Fig. 1: routed metal, one color a layer
Only two layers are drawn.
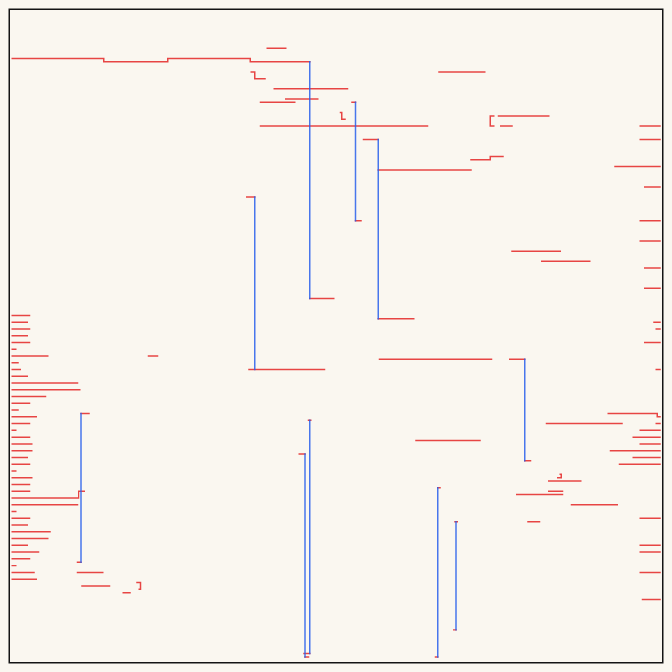
Fig. 2: met3 routing
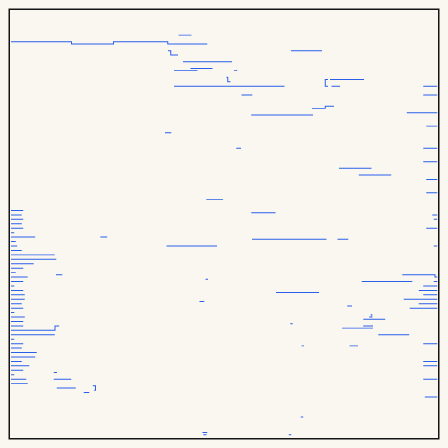
Fig. 3: sequential cells grouped by signal name
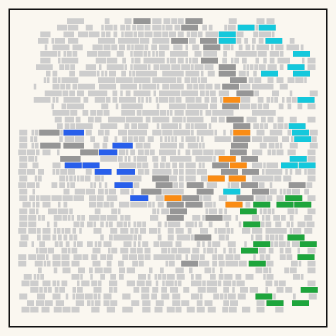
Fig. 4: routing congestion
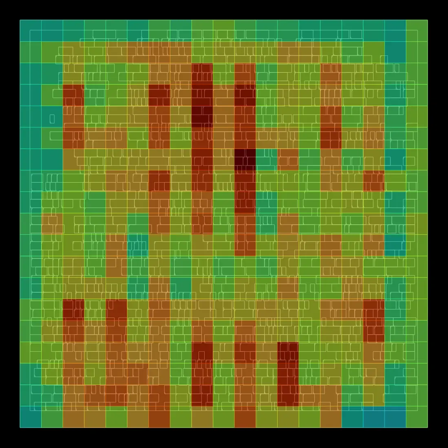
Fig. 5: pin placement
Pins as bars across the die edge, other pins in gray.
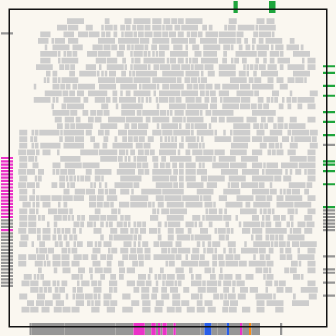
File: src/rtl/arith_pkg.sv
// rtl/arith_pkg.sv - shared widths and operand bundle for the arbitrated arithmetic pipe
package arith_pkg;

  localparam int OPW  = 8;
  localparam int SUMW = 9;
  localparam int RESW = 17;

  typedef struct packed {
    logic [OPW-1:0] a;
    logic [OPW-1:0] b;
    logic [OPW-1:0] c;
    logic [OPW-1:0] d;
  } op_t;

endpackage

File: src/rtl/arith_pipe3.sv
// rtl/arith_pipe3.sv - ID-tagged 3-stage datapath computing (a + b) * c + d, never stalls
module arith_pipe3
  import arith_pkg::*;
#(
  parameter int IDW = 2
) (
  input  logic            clk,
  input  logic            rst,
  input  logic            in_v,
  input  logic [IDW-1:0]  in_id,
  input  logic [OPW-1:0]  a,
  input  logic [OPW-1:0]  b,
  input  logic [OPW-1:0]  c,
  input  logic [OPW-1:0]  d,
  output logic            out_v,
  output logic [IDW-1:0]  out_id,
  output logic [RESW-1:0] y,
  output logic            busy
);

  logic            s1_v;
  logic [IDW-1:0]  s1_id;
  logic [SUMW-1:0] s1_sum;
  logic [OPW-1:0]  s1_c;
  logic [OPW-1:0]  s1_d;

  logic            s2_v;
  logic [IDW-1:0]  s2_id;
  logic [RESW-1:0] s2_prod;
  logic [OPW-1:0]  s2_d;

  // Data registers carry no reset; only the valid bits and visible result are cleared.
  always_ff @(posedge clk) begin
    s1_sum  <= SUMW'(a) + SUMW'(b);
    s1_c    <= c;
    s1_d    <= d;
    s1_id   <= in_id;
    s2_prod <= RESW'(s1_sum) * RESW'(s1_c);
    s2_d    <= s1_d;
    s2_id   <= s1_id;
  end

  always_ff @(posedge clk) begin
    if (rst) begin
      s1_v   <= 1'b0;
      s2_v   <= 1'b0;
      out_v  <= 1'b0;
      out_id <= '0;
      y      <= '0;
    end else begin
      s1_v  <= in_v;
      s2_v  <= s1_v;
      out_v <= s2_v;
      if (s2_v) begin
        out_id <= s2_id;
        y      <= s2_prod + RESW'(s2_d);
      end
    end
  end

  assign busy = s1_v | s2_v | out_v;

endmodule

File: src/rtl/arith_pipe_arbiter.sv
// rtl/arith_pipe_arbiter.sv - round-robin arbiter sharing one arithmetic pipe among requesters
module arith_pipe_arbiter
  import arith_pkg::*;
#(
  parameter int NUM_REQ = 4,
  parameter int IDW     = 2
) (
  input  logic                   clk,
  input  logic                   rst,
  input  logic [NUM_REQ-1:0]     req_valid,
  output logic [NUM_REQ-1:0]     req_ready,
  input  logic [NUM_REQ*OPW-1:0] req_a,
  input  logic [NUM_REQ*OPW-1:0] req_b,
  input  logic [NUM_REQ*OPW-1:0] req_c,
  input  logic [NUM_REQ*OPW-1:0] req_d,
  input  logic                   hold,
  output logic                   res_valid,
  output logic [IDW-1:0]         res_id,
  output logic [RESW-1:0]        res_y,
  output logic                   busy,
  output logic [15:0]            ops_count
);

  localparam int NSLOT = 2 ** IDW;

  logic [IDW-1:0]   rr_ptr;
  logic [IDW-1:0]   grant_id;
  logic [IDW-1:0]   idx;
  logic             found;
  logic             xfer;
  logic [NSLOT-1:0] valid_ext;
  logic [NSLOT-1:0] ready_ext;
  op_t              sel_op;

  assign valid_ext = NSLOT'(req_valid);

  // Search ascending from rr_ptr with wrap at NUM_REQ; first valid requester wins.
  always_comb begin
    found     = 1'b0;
    grant_id  = '0;
    idx       = '0;
    ready_ext = '0;
    for (int k = 0; k < NUM_REQ; k++) begin
      if (int'(rr_ptr) + k >= NUM_REQ) idx = IDW'(int'(rr_ptr) + k - NUM_REQ);
      else                             idx = IDW'(int'(rr_ptr) + k);
      if (!found && valid_ext[idx]) begin
        found    = 1'b1;
        grant_id = idx;
      end
    end
    if (found && !hold && !rst) ready_ext[grant_id] = 1'b1;
  end

  assign req_ready = ready_ext[NUM_REQ-1:0];
  assign xfer      = |req_ready;

  always_comb begin
    sel_op = '0;
    for (int i = 0; i < NUM_REQ; i++) begin
      if (IDW'(i) == grant_id) begin
        sel_op.a = req_a[i*OPW +: OPW];
        sel_op.b = req_b[i*OPW +: OPW];
        sel_op.c = req_c[i*OPW +: OPW];
        sel_op.d = req_d[i*OPW +: OPW];
      end
    end
  end

  always_ff @(posedge clk) begin
    if (rst) begin
      rr_ptr <= '0;
    end else if (xfer) begin
      rr_ptr <= (grant_id == IDW'(NUM_REQ - 1)) ? '0 : grant_id + IDW'(1);
    end
  end

  always_ff @(posedge clk) begin
    if (rst) begin
      ops_count <= '0;
    end else if (res_valid && ops_count != 16'hFFFF) begin
      ops_count <= ops_count + 16'd1;
    end
  end

  arith_pipe3 #(
    .IDW (IDW)
  ) u_pipe (
    .clk    (clk),
    .rst    (rst),
    .in_v   (xfer),
    .in_id  (grant_id),
    .a      (sel_op.a),
    .b      (sel_op.b),
    .c      (sel_op.c),
    .d      (sel_op.d),
    .out_v  (res_valid),
    .out_id (res_id),
    .y      (res_y),
    .busy   (busy)
  );

endmodule

File: config.mk
export PLATFORM = sky130hd
export DESIGN_NAME = arith_pipe_arbiter
export DESIGN_NICKNAME = d
export VERILOG_FILES = /design/src/rtl/arith_pkg.sv /design/src/rtl/arith_pipe3.sv /design/src/rtl/arith_pipe_arbiter.sv
export SDC_FILE = /design/constraint.sdc
export NUM_CORES = 1
export LEC_CHECK = 0
export CAP_MARGIN = 30
export CORE_MARGIN = 3
export CORE_UTILIZATION = 46
export CTS_CLUSTER_DIAMETER = 50
export DETAILED_ROUTE_END_ITERATION = 10
export PLACE_DENSITY_LB_ADDON = 0.05
export SKIP_LAST_GASP = 1
export SLEW_MARGIN = 5
export SYNTH_ARGS = -nofsm -noshare
export SYNTH_HDL_FRONTEND = slang
export SYNTH_SLANG_ARGS = --single-unit
File: constraint.sdc
create_clock -name clk -period 3.9 [get_ports clk]
set_input_delay 0.975 -clock clk [delete_from_list [all_inputs] [get_ports clk]]
set_output_delay 0.975 -clock clk [all_outputs]
set_load 0.02 [all_outputs]
==> impl_metrics.yaml <==
# synthesis and place-and-route metrics
placed_design:
  hpwlAfterDp_um: 15400
  post-place-cells: 1291
  pre_cts_slack_ns: -0.433
  globalplace.congestion: 0.896
synthesis:
  post_synth_main_logic_family: "adder cells"
  syn-num-nets: 1088
  ys_cells: 851
  postSynthRegisterBits: 94
  ys_sh_aoi: 0.189
  synth_top_cell_by_area: "sky130_fd_sc_hd__dfxtp_1"
  postSynthAreaPerCell_um2: 8.46
  simple_gate_area_frac: 0.223
  synth_seq_share: 0.261
  share_of_the_synthesized_area_in_the_top_cell_type: 0.261
  ys_dominant_reg_cell: "sky130_fd_sc_hd__dfxtp_1"
  syn_inst: 851
  synthXorXnorAreaFrac: 0.0341
  synth.most_common_cell: "sky130_fd_sc_hd__dfxtp_1"
final_timing:
  fin_skew_ns: 0.00911
  setup-violations-final: 6
  grt_setup_unrepaired: "yes"
  timing_max_transition_violations_final: 0
  fmax_mhz: 241
  period_used_share: 1.06
  post-route-worst-setup-slack_ns: -0.247
  fin_setup_tns_ns: -0.962
route:
  final_antenna_net_count: 0
  dr_wl_met3_um: 632
  met1_length_um: 8210
  wl_um: 19800
cells_and_area:
  num-nonclk-inverters: 67
  layout.clock_buffers: 9
  comb_area_frac: 0.498
  regArea_um2: 1910
  cell_kind_with_the_greatest_summed_area: "combinational gates"
  final-clk-cell-share: 0.0283
  n_antenna_cell: 0
  synthToLayoutAreaGrowth_pct: 47.3
  final_layout_top_logic_cells: "168 x sky130_fd_sc_hd__clkdlybuf4s50_1, 92 x sky130_fd_sc_hd__buf_4, 82 x sky130_fd_sc_hd__dfxtp_1, 76 x sky130_fd_sc_hd__nand2_1, 71 x sky130_fd_sc_hd__nor2_1"
  comb_area_um2: 5280
  finish.instance_area_um2: 10600
  flops: 94
  final_common_cell: "sky130_fd_sc_hd__clkdlybuf4s50_1"
status:
  failed_checks: "setup timing"
  outcome: "finished, violations left"
worst_setup_path:
  crit_start: "u_pipe.s1_c[3]"
  maximum_cell_stage_delay_along_the_critical_path_ns: 0.55
  path_buffers: 4
  critPathKind: "reg -> reg"
  path_delay_family: "adder cells"
  reg2reg_slack_ns: -0.25
  cp_cell_sequence: "and2_4 -> fa_1 -> fa_1 -> fa_1 -> inv_2 -> fa_1 -> inv_2 -> ha_4 -> nand2_4 -> a211oi_4 -> o2111a_1 -> buf_6 -> buf_4 -> nor2_1 -> o311ai_2"
  worstPathMaxFanout: 6
die:
  core_region_area_um2: 15300
  floorplan.die_area_um2: 17200
  floorplan_core_density: 0.472
pwr:
  intPower_uw: 5550
  power_frac_seq: 0.145
clock_tree:
  cts_made_buffers: 9
  max-clock-path-buffers: 2
  cts_root_buffer: "sky130_fd_sc_hd__clkbuf_16"
  cts-resized-gates: 55
  cts.clk_slew.worst_paths_ns: 0.07
  ctsHoldBuffers: 0
grt:
  number_of_global_route_vias_before_repair: 6597
  global_route_wire_length_before_repair_um: 31800
  grt_antenna_before_repair: 0
flow_run:
  openroad.warnings: 32
  max-cap-violations: 0
About Fig. 1:
metal 3 -> red  # wire length 633 um
metal 4 -> blue  # wire length 336 um

About Fig. 2:
nets with wire on the layer = 96
main direction = horizontal

About Fig. 3:
u_pipe.y -> cyan  # sequential cells 17
u_pipe.s1_sum -> blue  # sequential cells 9
ops_count -> green  # sequential cells 16
u_pipe.s1_d -> orange  # sequential cells 8
not colored = 44

About Fig. 4:
fin util: 0.695
busiest grt layer: met2
overall fraction of global-route tracks in use: 0.223
met3 usage in global routing: 0.0368

About Fig. 5:
res_y -> green  # pins 17, direction output, edge 12 right, 5 top
req_valid -> blue  # pins 4, direction input, edge bottom
req_c -> magenta  # pins 32, direction input, edge 20 left, 12 bottom
hold -> orange  # pins 1, direction input, edge bottom
all pins by edge = 105 bottom, 41 left, 25 right, 5 top

## worst reg2reg max path, stage by stage, from the launching register on
cell	delay [ns]
sky130_fd_sc_hd__dfxtp_4	0.37
sky130_fd_sc_hd__and2_4	0.16
sky130_fd_sc_hd__fa_1	0.55
sky130_fd_sc_hd__fa_1	0.45
sky130_fd_sc_hd__fa_1	0.53
sky130_fd_sc_hd__inv_2	0.05
sky130_fd_sc_hd__fa_1	0.51
sky130_fd_sc_hd__inv_2	0.05
sky130_fd_sc_hd__ha_4	0.29
sky130_fd_sc_hd__nand2_4	0.07
sky130_fd_sc_hd__a211oi_4	0.23
sky130_fd_sc_hd__o2111a_1	0.30
sky130_fd_sc_hd__buf_6	0.12
sky130_fd_sc_hd__buf_4	0.09
sky130_fd_sc_hd__nor2_1	0.04
sky130_fd_sc_hd__o311ai_2	0.24
## cell families after synthesis
group	Yosys count
AND-OR/OR-AND	205
XOR/XNOR	28
adder cells (fa/ha/maj)	102
buffers and inverters	100
flip-flops	94
multiplexers	9
AND/OR/NAND/NOR	313
## per-layer routing
metal  vias up  track usage
li1       3452            -
met1      3207        0.268
met2       145        0.416
met3        21       0.0368
met4         0       0.0490
met5         -            0
## worst paths after layout
check	end	cells after the start
min reg2reg	u_pipe.s2_id[0]	0
max	u_pipe.s2_prod[13]	15
max reg2reg	u_pipe.s2_prod[13]	15
min	u_pipe.s2_id[0]	0
## power by group through the flow
| stage | logic, uW | clock network (uW) | registers (uW) |
|---|---|---|---|
| after floorplan | 3500 | 0 | 1390 |
| after detailed placement | 5250 | 0 | 1410 |
| after CTS | 6310 | 887 | 1400 |
| after global routing | 8180 | 927 | 1450 |
| final | 7510 | 871 | 1420 |
| after global placement | 5180 | 0 | 1400 |
Power figures rest on the tool's default switching activity, not on a simulated workload.
